===== src/rtl/syn_lb_master_pkg.sv =====
// Shared types and defaults for the local-bus initiator.
package syn_lb_master_pkg;

   localparam int unsigned LB_DWIDTH       = 32;
   localparam int unsigned LB_AWIDTH       = 16;
   localparam int unsigned LB_TIMEOUT_DEF  = 255;
   localparam logic [LB_DWIDTH-1:0] LB_TIMEOUT_DATA = 32'hDEAD_DEAD;

   typedef enum logic [1:0] {
      IDLE,
      ISSUE,
      WAIT,
      RESP
   } lb_mstr_fsm_t;

   typedef struct packed {
      logic                 wr;
      logic                 timeout;
      logic [LB_DWIDTH-1:0] data;
   } lb_rsp_t;

endpackage


===== src/rtl/syn_lb_master_if.sv =====
// Command, response and LB master signals of syn_lb_master.
// master = initiator view, slave = host/responder view.
interface syn_lb_master_if
   import syn_lb_master_pkg::*;
#(
   parameter int unsigned P_LB_DWIDTH = LB_DWIDTH,
   parameter int unsigned P_LB_AWIDTH = LB_AWIDTH
) ();

   logic                   cmd_valid_ih;
   logic                   cmd_ready_oh;
   logic                   cmd_wr_ih;
   logic [P_LB_AWIDTH-1:0] cmd_addr_id;
   logic [P_LB_DWIDTH-1:0] cmd_data_id;
   logic                   rsp_valid_oh;
   logic                   rsp_ready_ih;
   logic                   rsp_wr_od;
   logic                   rsp_timeout_od;
   logic [P_LB_DWIDTH-1:0] rsp_data_od;
   logic                   lb_rd_en_oh;
   logic                   lb_wr_en_oh;
   logic [P_LB_AWIDTH-1:0] lb_addr_od;
   logic [P_LB_DWIDTH-1:0] lb_wr_data_od;
   logic                   lb_rd_valid_ih;
   logic                   lb_wr_valid_ih;
   logic [P_LB_DWIDTH-1:0] lb_rd_data_id;
   logic                   lb_stray_oh;

   modport master (
      input  cmd_valid_ih, cmd_wr_ih, cmd_addr_id, cmd_data_id, rsp_ready_ih,
             lb_rd_valid_ih, lb_wr_valid_ih, lb_rd_data_id,
      output cmd_ready_oh, rsp_valid_oh, rsp_wr_od, rsp_timeout_od, rsp_data_od,
             lb_rd_en_oh, lb_wr_en_oh, lb_addr_od, lb_wr_data_od, lb_stray_oh
   );

   modport slave (
      output cmd_valid_ih, cmd_wr_ih, cmd_addr_id, cmd_data_id, rsp_ready_ih,
             lb_rd_valid_ih, lb_wr_valid_ih, lb_rd_data_id,
      input  cmd_ready_oh, rsp_valid_oh, rsp_wr_od, rsp_timeout_od, rsp_data_od,
             lb_rd_en_oh, lb_wr_en_oh, lb_addr_od, lb_wr_data_od, lb_stray_oh
   );

endinterface


===== src/rtl/syn_lb_master.sv =====
// Local-bus initiator: one outstanding read/write, strobe, wait for ack or timeout,
// then hold the response until the consumer takes it.
module syn_lb_master
   import syn_lb_master_pkg::*;
#(
   parameter int unsigned           P_LB_DWIDTH    = LB_DWIDTH,
   parameter int unsigned           P_LB_AWIDTH    = LB_AWIDTH,
   parameter int unsigned           P_TIMEOUT      = LB_TIMEOUT_DEF,
   parameter logic [P_LB_DWIDTH-1:0] P_TIMEOUT_DATA = LB_TIMEOUT_DATA
) (
   input  logic               clk_ir,
   input  logic               rst_ih,
   syn_lb_master_if.master    lb_bus
);

   localparam int unsigned    CW       = $clog2(P_TIMEOUT + 1);
   localparam logic [CW-1:0]  CNT_LAST = CW'(P_TIMEOUT - 1);

   lb_mstr_fsm_t           r_state;
   logic                   r_wr;
   logic [P_LB_AWIDTH-1:0] r_addr;
   logic [P_LB_DWIDTH-1:0] r_wdata;
   logic                   r_rd_en;
   logic                   r_wr_en;
   logic [CW-1:0]          r_cnt;
   lb_rsp_t                r_rsp;
   logic                   r_rsp_valid;
   logic                   r_stray;

   logic w_any_valid;
   logic w_hit;
   logic w_mismatch;

   assign w_any_valid = lb_bus.lb_rd_valid_ih | lb_bus.lb_wr_valid_ih;
   assign w_hit       = r_wr ? lb_bus.lb_wr_valid_ih : lb_bus.lb_rd_valid_ih;
   assign w_mismatch  = r_wr ? lb_bus.lb_rd_valid_ih : lb_bus.lb_wr_valid_ih;

   always_ff @(posedge clk_ir or posedge rst_ih) begin
      if (rst_ih) begin
         r_state     <= IDLE;
         r_wr        <= 1'b0;
         r_addr      <= '0;
         r_wdata     <= '0;
         r_rd_en     <= 1'b0;
         r_wr_en     <= 1'b0;
         r_cnt       <= '0;
         r_rsp       <= '0;
         r_rsp_valid <= 1'b0;
         r_stray     <= 1'b0;
      end else begin
         r_rd_en <= 1'b0;
         r_wr_en <= 1'b0;
         r_stray <= 1'b0;
         case (r_state)
            IDLE: begin
               r_stray <= w_any_valid;
               if (lb_bus.cmd_valid_ih) begin
                  r_wr    <= lb_bus.cmd_wr_ih;
                  r_addr  <= lb_bus.cmd_addr_id;
                  r_wdata <= lb_bus.cmd_data_id;
                  r_rd_en <= ~lb_bus.cmd_wr_ih;
                  r_wr_en <= lb_bus.cmd_wr_ih;
                  r_state <= ISSUE;
               end
            end
            // Responder outputs are registered, so anything seen here predates the strobe.
            ISSUE: begin
               r_cnt   <= '0;
               r_state <= WAIT;
            end
            WAIT: begin
               r_stray <= w_mismatch;
               if (w_hit) begin
                  r_rsp       <= '{wr: r_wr, timeout: 1'b0,
                                   data: r_wr ? '0 : lb_bus.lb_rd_data_id};
                  r_rsp_valid <= 1'b1;
                  r_state     <= RESP;
               end else if (r_cnt == CNT_LAST) begin
                  r_rsp       <= '{wr: r_wr, timeout: 1'b1,
                                   data: r_wr ? '0 : P_TIMEOUT_DATA};
                  r_rsp_valid <= 1'b1;
                  r_state     <= RESP;
               end else if (r_cnt != '1) begin
                  r_cnt <= r_cnt + 1'b1;
               end
            end
            RESP: begin
               r_stray <= w_any_valid;
               if (lb_bus.rsp_ready_ih) begin
                  r_rsp_valid <= 1'b0;
                  r_state     <= IDLE;
               end
            end
            default: r_state <= IDLE;
         endcase
      end
   end

   assign lb_bus.cmd_ready_oh   = (r_state == IDLE) & ~rst_ih;
   assign lb_bus.rsp_valid_oh   = r_rsp_valid;
   assign lb_bus.rsp_wr_od      = r_rsp.wr;
   assign lb_bus.rsp_timeout_od = r_rsp.timeout;
   assign lb_bus.rsp_data_od    = r_rsp.data;
   assign lb_bus.lb_rd_en_oh    = r_rd_en;
   assign lb_bus.lb_wr_en_oh    = r_wr_en;
   assign lb_bus.lb_addr_od     = r_addr;
   assign lb_bus.lb_wr_data_od  = r_wdata;
   assign lb_bus.lb_stray_oh    = r_stray;

endmodule

===== src/flat_wrapper.sv =====
// flat-port wrapper written by rule: the top's interface ports become plain ports
module syn_lb_master_flat import syn_lb_master_pkg::*;
#(
   parameter int unsigned           P_LB_DWIDTH    = LB_DWIDTH,
   parameter int unsigned           P_LB_AWIDTH    = LB_AWIDTH,
   parameter int unsigned           P_TIMEOUT      = LB_TIMEOUT_DEF,
   parameter logic [P_LB_DWIDTH-1:0] P_TIMEOUT_DATA = LB_TIMEOUT_DATA
)
  (clk_ir, rst_ih, lb_bus_cmd_valid_ih, lb_bus_cmd_wr_ih, lb_bus_cmd_addr_id, lb_bus_cmd_data_id, lb_bus_rsp_ready_ih, lb_bus_lb_rd_valid_ih, lb_bus_lb_wr_valid_ih, lb_bus_lb_rd_data_id, lb_bus_cmd_ready_oh, lb_bus_rsp_valid_oh, lb_bus_rsp_wr_od, lb_bus_rsp_timeout_od, lb_bus_rsp_data_od, lb_bus_lb_rd_en_oh, lb_bus_lb_wr_en_oh, lb_bus_lb_addr_od, lb_bus_lb_wr_data_od, lb_bus_lb_stray_oh);
  syn_lb_master_if #(.P_LB_DWIDTH(P_LB_DWIDTH), .P_LB_AWIDTH(P_LB_AWIDTH)) lb_bus_i ();
  input  logic clk_ir;
  input  logic rst_ih;
  input wire logic [$bits(lb_bus_i.cmd_valid_ih)-1:0] lb_bus_cmd_valid_ih;
  input wire logic [$bits(lb_bus_i.cmd_wr_ih)-1:0] lb_bus_cmd_wr_ih;
  input wire logic [$bits(lb_bus_i.cmd_addr_id)-1:0] lb_bus_cmd_addr_id;
  input wire logic [$bits(lb_bus_i.cmd_data_id)-1:0] lb_bus_cmd_data_id;
  input wire logic [$bits(lb_bus_i.rsp_ready_ih)-1:0] lb_bus_rsp_ready_ih;
  input wire logic [$bits(lb_bus_i.lb_rd_valid_ih)-1:0] lb_bus_lb_rd_valid_ih;
  input wire logic [$bits(lb_bus_i.lb_wr_valid_ih)-1:0] lb_bus_lb_wr_valid_ih;
  input wire logic [$bits(lb_bus_i.lb_rd_data_id)-1:0] lb_bus_lb_rd_data_id;
  output wire logic [$bits(lb_bus_i.cmd_ready_oh)-1:0] lb_bus_cmd_ready_oh;
  output wire logic [$bits(lb_bus_i.rsp_valid_oh)-1:0] lb_bus_rsp_valid_oh;
  output wire logic [$bits(lb_bus_i.rsp_wr_od)-1:0] lb_bus_rsp_wr_od;
  output wire logic [$bits(lb_bus_i.rsp_timeout_od)-1:0] lb_bus_rsp_timeout_od;
  output wire logic [$bits(lb_bus_i.rsp_data_od)-1:0] lb_bus_rsp_data_od;
  output wire logic [$bits(lb_bus_i.lb_rd_en_oh)-1:0] lb_bus_lb_rd_en_oh;
  output wire logic [$bits(lb_bus_i.lb_wr_en_oh)-1:0] lb_bus_lb_wr_en_oh;
  output wire logic [$bits(lb_bus_i.lb_addr_od)-1:0] lb_bus_lb_addr_od;
  output wire logic [$bits(lb_bus_i.lb_wr_data_od)-1:0] lb_bus_lb_wr_data_od;
  output wire logic [$bits(lb_bus_i.lb_stray_oh)-1:0] lb_bus_lb_stray_oh;
  assign lb_bus_i.cmd_valid_ih = lb_bus_cmd_valid_ih;
  assign lb_bus_i.cmd_wr_ih = lb_bus_cmd_wr_ih;
  assign lb_bus_i.cmd_addr_id = lb_bus_cmd_addr_id;
  assign lb_bus_i.cmd_data_id = lb_bus_cmd_data_id;
  assign lb_bus_i.rsp_ready_ih = lb_bus_rsp_ready_ih;
  assign lb_bus_i.lb_rd_valid_ih = lb_bus_lb_rd_valid_ih;
  assign lb_bus_i.lb_wr_valid_ih = lb_bus_lb_wr_valid_ih;
  assign lb_bus_i.lb_rd_data_id = lb_bus_lb_rd_data_id;
  assign lb_bus_cmd_ready_oh = lb_bus_i.cmd_ready_oh;
  assign lb_bus_rsp_valid_oh = lb_bus_i.rsp_valid_oh;
  assign lb_bus_rsp_wr_od = lb_bus_i.rsp_wr_od;
  assign lb_bus_rsp_timeout_od = lb_bus_i.rsp_timeout_od;
  assign lb_bus_rsp_data_od = lb_bus_i.rsp_data_od;
  assign lb_bus_lb_rd_en_oh = lb_bus_i.lb_rd_en_oh;
  assign lb_bus_lb_wr_en_oh = lb_bus_i.lb_wr_en_oh;
  assign lb_bus_lb_addr_od = lb_bus_i.lb_addr_od;
  assign lb_bus_lb_wr_data_od = lb_bus_i.lb_wr_data_od;
  assign lb_bus_lb_stray_oh = lb_bus_i.lb_stray_oh;
  syn_lb_master #(.P_LB_DWIDTH(P_LB_DWIDTH), .P_LB_AWIDTH(P_LB_AWIDTH), .P_TIMEOUT(P_TIMEOUT), .P_TIMEOUT_DATA(P_TIMEOUT_DATA)) u_core (.clk_ir(clk_ir), .rst_ih(rst_ih), .lb_bus(lb_bus_i));
endmodule

===== config.mk =====
export PLATFORM = sky130hd
export DESIGN_NAME = syn_lb_master_flat
export DESIGN_NICKNAME = d
export VERILOG_FILES = /design/src/rtl/syn_lb_master_pkg.sv /design/src/rtl/syn_lb_master_if.sv /design/src/rtl/syn_lb_master.sv /design/src/flat_wrapper.sv
export SDC_FILE = /design/constraint.sdc
export NUM_CORES = 1
export LEC_CHECK = 0
export ABC_AREA = 1
export CAP_MARGIN = 5
export CORE_UTILIZATION = 46
export DETAILED_ROUTE_END_ITERATION = 7
export PLACE_DENSITY_LB_ADDON = 0.25
export SYNTH_ARGS = -nofsm -noshare
export SYNTH_HDL_FRONTEND = slang
export SYNTH_SLANG_ARGS = --single-unit

===== constraint.sdc =====
create_clock -name clk_ir -period 6.2 [get_ports clk_ir]
set_input_delay 1.55 -clock clk_ir [delete_from_list [all_inputs] [get_ports clk_ir]]
set_output_delay 1.55 -clock clk_ir [all_outputs]
set_load 0.01 [all_outputs]

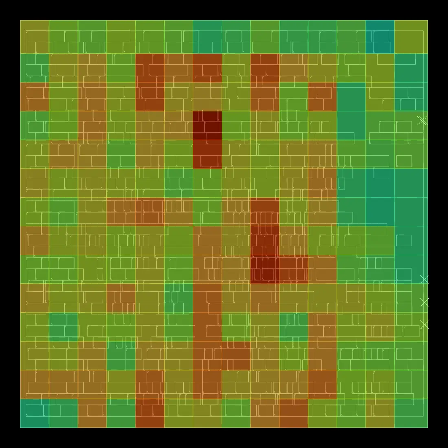
Run 1: track usage over the die
Total Routing Usage GR: 21.5%
Wirelength per Cell: 14.9 µm

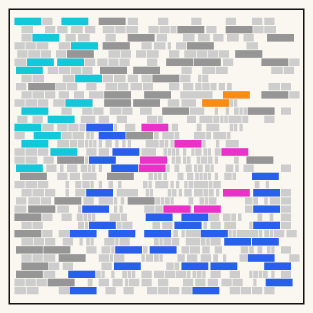
Run 1: where the registers sit
(3 px per µm) Other sequential cells in the stronger grey, the rest of the logic in the fainter grey.
orange -> `u_core.r_state`  # sequential cells 2
cyan -> `u_core.lb_bus.lb_addr_od`  # sequential cells 16
magenta -> `u_core.r_cnt`  # sequential cells 8, where middle
blue -> `u_core.lb_bus.rsp_data_od`  # sequential cells 32
not coloured = 39
Reg area: 2430 µm²
Final Util: 70.4%

==> impl_metrics.py, run 1 <==
# Synthesis and PnR figures
metrics = {
    "run_status": {
        "status": "complete, but fails checks",
        "failed_checks": "DRC",
    },
    "final_layout": {
        "drive_gt1_share_pct": 16.3,
        "fin_area_um2": 6200,
        "syn_to_final_growth_pct": 47.4,
        "fin_cells": 666,
        "antenna_cells": 0,
    },
    "yosys": {
        "mux_area_share_pct": 12.8,
        "area_leaders": "dfrtp_1 (58%), mux2_2 (13%), nand2_1 (8.7%)",
        "synth.top_cell.area_share_pct": 57.7,
        "syn_avg_cell_area_um2": 11.0,
        "fa_ha_area_share_pct": 2.38,
        "ys_area_um2": 4210,
        "yosysWarningCount": 0,
        "ys_sh_aoi_pct": 7.64,
        "top_area_cell": "dfrtp_1",
        "ys_ff": 97,
        "netlist_instances": 384,
        "xor_share_pct": 0,
        "ys_seq_share_pct": 57.7,
        "synth-main-ff-cell": "dfrtp_1",
        "floorplan.nets": 479,
        "edf_count": 0,
    },
    "sta": {
        "max_freq_mhz": 236,
        "post-route-min-period_ns": 4.23,
        "maxSlewViolCount": 0,
        "fin_setup_tns_ns": 0,
        "rsz0062_at_grt": "no",
        "clock-skew-final_ns": 0.00596,
        "worstMarginPinSlew_ns": 0.790,
        "hold_violations": 0,
    },
    "floorplan": {
        "fp-utilization_pct": 47.8,
        "io_pins": 174,
        "placement_rows": 34,
        "die_area_um2": 9530,
        "fp.dieW_um": 97.6,
    },
    "clock_tree": {
        "insertion_delay_ns": 0.35,
        "numCtsBuffers": 9,
        "cts_resized": 0,
        "htreeDepth": 3,
        "holdBufCountCts": 0,
        "cts_buffer_depth": 2,
    },
    "route": {
        "drtPass1Iterations": 6,
        "top_layer": "met4",
        "drc": 8,
        "wl_met3_um": 862,
    },
    "global_route": {
        "grt_max_degree": 65,
        "met2_usage_pct": 36.0,
        "grt_pass1_wl_um": 16100,
        "overflow": 0,
    },
    "critical_path": {
        "cp_cell_sequence": "clkdlybuf4s50_1, nor2_1, clkdlybuf4s50_1",
        "startpoint_type": "input port",
        "rrSetupSlack_ns": 3.75,
        "crit_path_end_kind": "primary output",
        "timing.rr.start": "u_core.r_wr$_DFFE_PP0P_",
        "slowest_stage": "clkdlybuf4s50_1",
        "path_class": "in -> out",
        "r2r_end": "u_core.r_cnt[5]$_DFFE_PP0P_",
        "endpoint": "lb_bus_cmd_ready_oh",
    },
    "pwr": {
        "peakVddDrop_v": 0.000262,
        "cellInternalPower_mw": 1.93,
        "power_frac_clock_pct": 14.3,
        "p_leak_nw": 2.72,
        "power.group.top": "combinational logic",
        "seq_power_share_pct": 37.5,
        "p_comb_mw": 1.41,
    },
    "hold_path": {
        "min_to": "u_core.lb_bus.rsp_timeout_od$_DFFE_PP0P_",
        "hold_start": "u_core.lb_bus.rsp_timeout_od$_DFFE_PP0P_",
        "hp-class": "reg -> reg",
    },
}
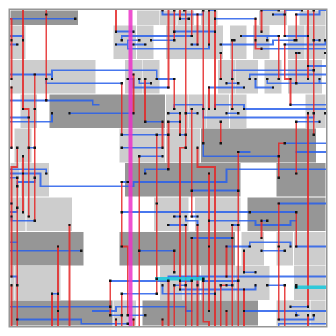
Run 1: layout detail
Window x 36 to 61, y 17 to 42 µm. Cells in grey, sequential cells in the stronger grey; small squares are vias.
red -> metal 2
magenta -> metal 4
cyan -> metal 3
blue -> metal 1
most frequent = nand2_1 (12), o21ai_0 (8), dfrtp_1 (8)
netlist names of flops here include = `u_core.lb_bus.rsp_data_od` (6)
sequential cells in the window = 8
cells with their middle in the window = 48

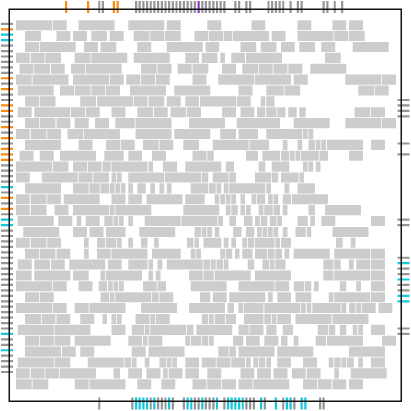
Run 1: pin map
(4 px per µm) Pins as bars across the die edge, other pins in grey.
purple -> `lb_bus_rsp_wr_od`  # pins 1, direction output, edge top
cyan -> `lb_bus_lb_rd_data_id`  # pins 32, direction input, edge 21 bottom, 7 left, 4 right
orange -> `lb_bus_lb_addr_od`  # pins 16, direction output, edge 12 left, 4 top
chip height: 97.6 µm
I/O Buffers: 173

[run 1: placed cells by master, fill, tap and decap left out]
master | Yosys | layout
inv_2 | 1 | 1
nor2_8 | 2 | 2
o21ai_2 | 1 | 1
inv_4 | 0 | 1
or2_2 | 12 | 12
nand2_2 | 3 | 4
nor2_1 | 8 | 8
nand2_4 | 2 | 2
nand4_1 | 3 | 3
clkinv_4 | 0 | 1
clkbuf_1 | 3 | 1
nor2_2 | 2 | 2
o21bai_1 | 17 | 17
a21oi_1 | 2 | 2
o211ai_1 | 2 | 2
ha_1 | 8 | 8
clkinvlp_4 | 0 | 2
o21ai_1 | 1 | 1
mux2_2 | 48 | 48
inv_6 | 0 | 1
nor2_4 | 1 | 1
o21ai_0 | 31 | 31
nand3_1 | 12 | 12
bufinv_16 | 0 | 1
nand2_1 | 97 | 96
buf_4 | 2 | 2
inv_1 | 17 | 16
clkdlybuf4s50_1 | 0 | 173
clkbuf_8 | 0 | 10
dfrtp_1 | 97 | 97
[run 1: worst min-delay path: cells and delay by family (launching register included)]
kind,cells,cell delay (ns)
DFF,1,0.35
and+or+nand+nor,2,0.10
[run 1: layout make-up]
class                      instances  area, µm²  area share [%]
sequential                        97       2430            39.1
timing repair buffer             175       1750            28.2
multi-input combinational        252       1620            26.1
clock buffer                      11        141            2.28
tap                              108        135            2.18
inverter                          18       70.1            1.13
clock inverter                     5       62.6            1.01
[run 1: stage by stage]
step	hold slack [ns]	power (mW)
2_1_floorplan	0.475	1.80
3_3_place_gp	0.459	2.48
3_5_place_dp	0.463	2.53
4_1_cts	0.486	2.96
5_1_grt	0.520	3.12
6_report	0.484	2.92
==> run 2, diff against run 1 <==
- CORE_UTILIZATION: 46 -> 43
- clock period: 6.2 -> 4.4 ns (I/O delays scaled with it)
==> run 2 against run 1 <==
  * The run now ends clean
  * Count of clock-buffer cells in the layout is 1 lower
  * Clock skew increased by 0.0075 ns
  * Total power increased by 41%
  * Via count about the same
  * Sequential power increased by 42%
  * Critical endpoint unchanged
  * Largest cell class unchanged
  * Largest power group unchanged
==> impl_metrics.py, run 2 <==
# Synthesis and PnR figures
metrics = {
    "run_status": {
        "status": "completed",
    },
    "clock_tree": {
        "postCtsSetupBuffers": 0,
        "cts_resized": 0,
        "numCtsBuffers": 9,
        "holdBufCountCts": 0,
        "tritoncts": "done",
        "cts_buffer_depth": 2,
        "clk_pin_slew_ns": 0.09,
        "insertion_delay_ns": 0.35,
        "root_buffer": "clkbuf_8",
        "htreeDepth": 3,
    },
    "sta": {
        "finalSetupViolCount": 0,
        "worst_hold_slack_ns": 0.484,
        "post-route-min-period_ns": 3.32,
        "fin_crit_sh_pct": 75.4,
        "slew-limit-headroom_pct": 21.7,
        "fin_setup_tns_ns": 0,
        "clock-skew-final_ns": 0.0134,
        "hold_violations": 0,
        "maxSlewViolCount": 0,
        "worstMarginPinSlew_ns": 1.17,
        "rsz0062_at_grt": "no",
        "max_freq_mhz": 302,
    },
    "route": {
        "drc": 0,
        "drt_iter0_drc": 134,
        "drtPass1Iterations": 4,
    },
    "yosys": {
        "area_leaders": "dfrtp_1 (58%), mux2_2 (13%), nand2_1 (8.7%)",
        "ys_seq_share_pct": 57.7,
        "top_area_cell": "dfrtp_1",
        "ys_ff": 97,
        "edf_count": 0,
        "yosys-stat-cells": 384,
        "ys_types": 26,
        "yosysWarningCount": 0,
        "synth-main-ff-cell": "dfrtp_1",
        "ys_area_um2": 4210,
        "syn_avg_cell_area_um2": 11.0,
        "floorplan.nets": 479,
        "async_flop_share_pct": 100,
        "synth.top_cell.area_share_pct": 57.7,
        "netlist_instances": 384,
    },
    "final_layout": {
        "fill_cells": 782,
        "fin_area_um2": 6220,
        "drive_gt1_share_pct": 16.3,
        "syn_to_final_growth_pct": 47.8,
        "regArea_um2": 2430,
        "layout_top_cells": "clkdlybuf4s50_1 (173), dfrtp_1 (97), nand2_1 (96)",
        "layout.area.comb_um2": 1620,
        "antenna_cells": 0,
        "finalNetCount": 648,
    },
    "critical_path": {
        "slowest_stage": "clkdlybuf4s50_1",
        "startpoint_type": "input port",
        "path_class": "in -> out",
        "rrSetupSlack_ns": 1.94,
        "cp_cell_sequence": "clkdlybuf4s50_1, nor2_1, clkdlybuf4s50_1",
        "cpPeakStageDelay_ns": 0.54,
        "worstPathArrival_ns": 2.22,
        "crit_path_frequent_cell": "clkdlybuf4s50_1",
        "crit_family": "buffers and inverters",
        "crit_required_ns": 3.30,
        "timing.critical_path.buf_inv": 2,
        "cp_max_fo": 2,
        "crit_path_end_kind": "primary output",
    },
    "global_route": {
        "grt_max_degree": 67,
        "grt_use_met3_pct": 6.45,
        "overflow": 0,
        "grtUsageTotal_pct": 21.2,
        "grt_pass1_wl_um": 16400,
    },
    "floorplan": {
        "placement_rows": 35,
        "die_area_um2": 10200,
        "io_pins": 174,
        "fp-utilization_pct": 44.9,
    },
    "pwr": {
        "p_per_area_nw_per_um2": 663,
        "p_leak_nw": 2.73,
        "p_comb_mw": 1.99,
        "peakVddDrop_v": 0.000334,
        "seq_power_share_pct": 37.7,
        "p_sw_share_pct": 34.2,
        "totalPowerFinal_mw": 4.12,
        "pg_seq_mw": 1.56,
        "power_frac_clock_pct": 14.0,
        "cellInternalPower_mw": 2.71,
        "p_sw_mw": 1.41,
        "power.group.top": "combinational logic",
        "combPwrFrac_pct": 48.2,
    },
    "placement": {
        "placed_cell_area_um2": 6020,
        "preCtsSetupSlack_ns": 1.09,
        "io_buffers": 173,
        "hpwl_um": 7660,
    },
    "hold_path": {
        "hp-class": "reg -> reg",
    },
    "run": {
        "maxCapViolCount": 0,
    },
}
## run 2: netlist changes by cell type in the layout (fill, tap and decap cells not counted)
cell / before / now
clkbuf_1: 1 / 0
clkinvlp_4: 2 / 1
inv_6: 1 / 0
clkinv_2: 0 / 2
## run 2: final cells by class
type / count / area share [%]
tap: 129 / 2.60
multi-input combinational: 252 / 26.0
timing repair buffer: 175 / 28.1
sequential: 97 / 39.0
clock buffer: 10 / 2.21
inverter: 18 / 1.13
clock inverter: 5 / 0.906
## run 2: per-layer routing
layer	share of wire (%)	vias up
met5	0	-
met4	2.3	0
met3	5.8	19
met2	53	85
met1	39	1598
li1	-	1595
## run 2: path summary, 6_finish.rpt
kind	depth (start not counted)	startpoint	to
worst max-delay path	3	rst_ih	lb_bus_cmd_ready_oh
worst min-delay path	2	u_core.lb_bus.rsp_timeout_od$_DFFE_PP0P_	u_core.lb_bus.rsp_timeout_od$_DFFE_PP0P_
worst max register to register	6	u_core.r_wr$_DFFE_PP0P_	u_core.r_cnt[4]$_DFFE_PP0P_
worst min register to register	2	u_core.lb_bus.rsp_timeout_od$_DFFE_PP0P_	u_core.lb_bus.rsp_timeout_od$_DFFE_PP0P_
max in group asynchronous	3	rst_ih	u_core.lb_bus.rsp_data_od[16]$_DFFE_PP0P_
min in group asynchronous	2	rst_ih	u_core.lb_bus.lb_wr_data_od[18]$_DFFE_PP0P_
## run 2: kinds of logic after synthesis
| kind of cell | Yosys count | synth area share, % |
|---|---|---|
| flip-flops | 97 | 57.7 |
| buffers and inverters | 35 | 3.92 |
| multiplexers | 48 | 12.8 |
| adder cells (fa/ha/maj) | 8 | 2.38 |
| AND/OR/NAND/NOR | 142 | 15.5 |
| AND-OR/OR-AND | 54 | 7.64 |
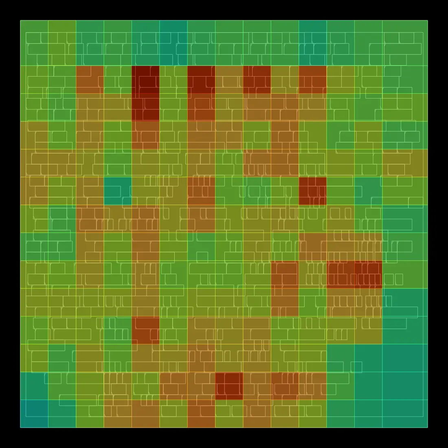
Run 2: track usage over the die
grt met2 use: 37.7%
Final Util: 66.3%
M1 GR Usage: 23.6%
Wirelength per Cell: 15.1 µm
Most Used Layer, Global Route: met2

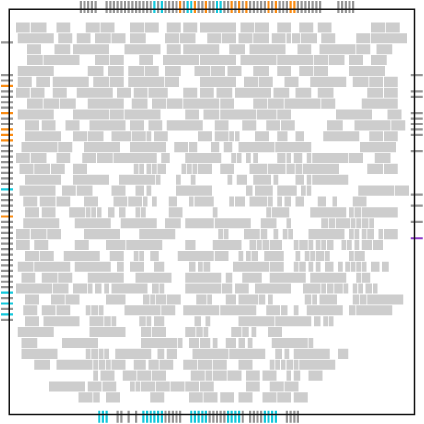
Run 2: pin map
(4 px per µm) Pins as bars across the die edge, other pins in grey.
cyan -> `lb_bus_lb_rd_data_id`  # pins 32, direction input, edge 22 bottom, 6 top, 4 left
orange -> `lb_bus_lb_addr_od`  # pins 16, direction output, edge 10 top, 6 left
purple -> `lb_bus_rsp_wr_od`  # pins 1, direction output, edge right
all pins by edge = 69 top, 47 left, 45 bottom, 13 right
Die Width: 101 µm
chip height: 101 µm

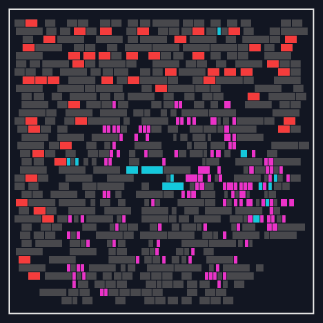
Run 2: gate-type map
(3 px per µm)
magenta -> NAND gates  # cells 117, most used nand2_1
cyan -> NOR gates  # cells 13, most used nor2_1
red -> multiplexers  # cells 48, most used mux2_2
Commonest Layout Cell: clkdlybuf4s50_1
multi-input combinational area share: 26.0%
Non-Filler Instances: 686

Power and IR drop assume default switching activity.
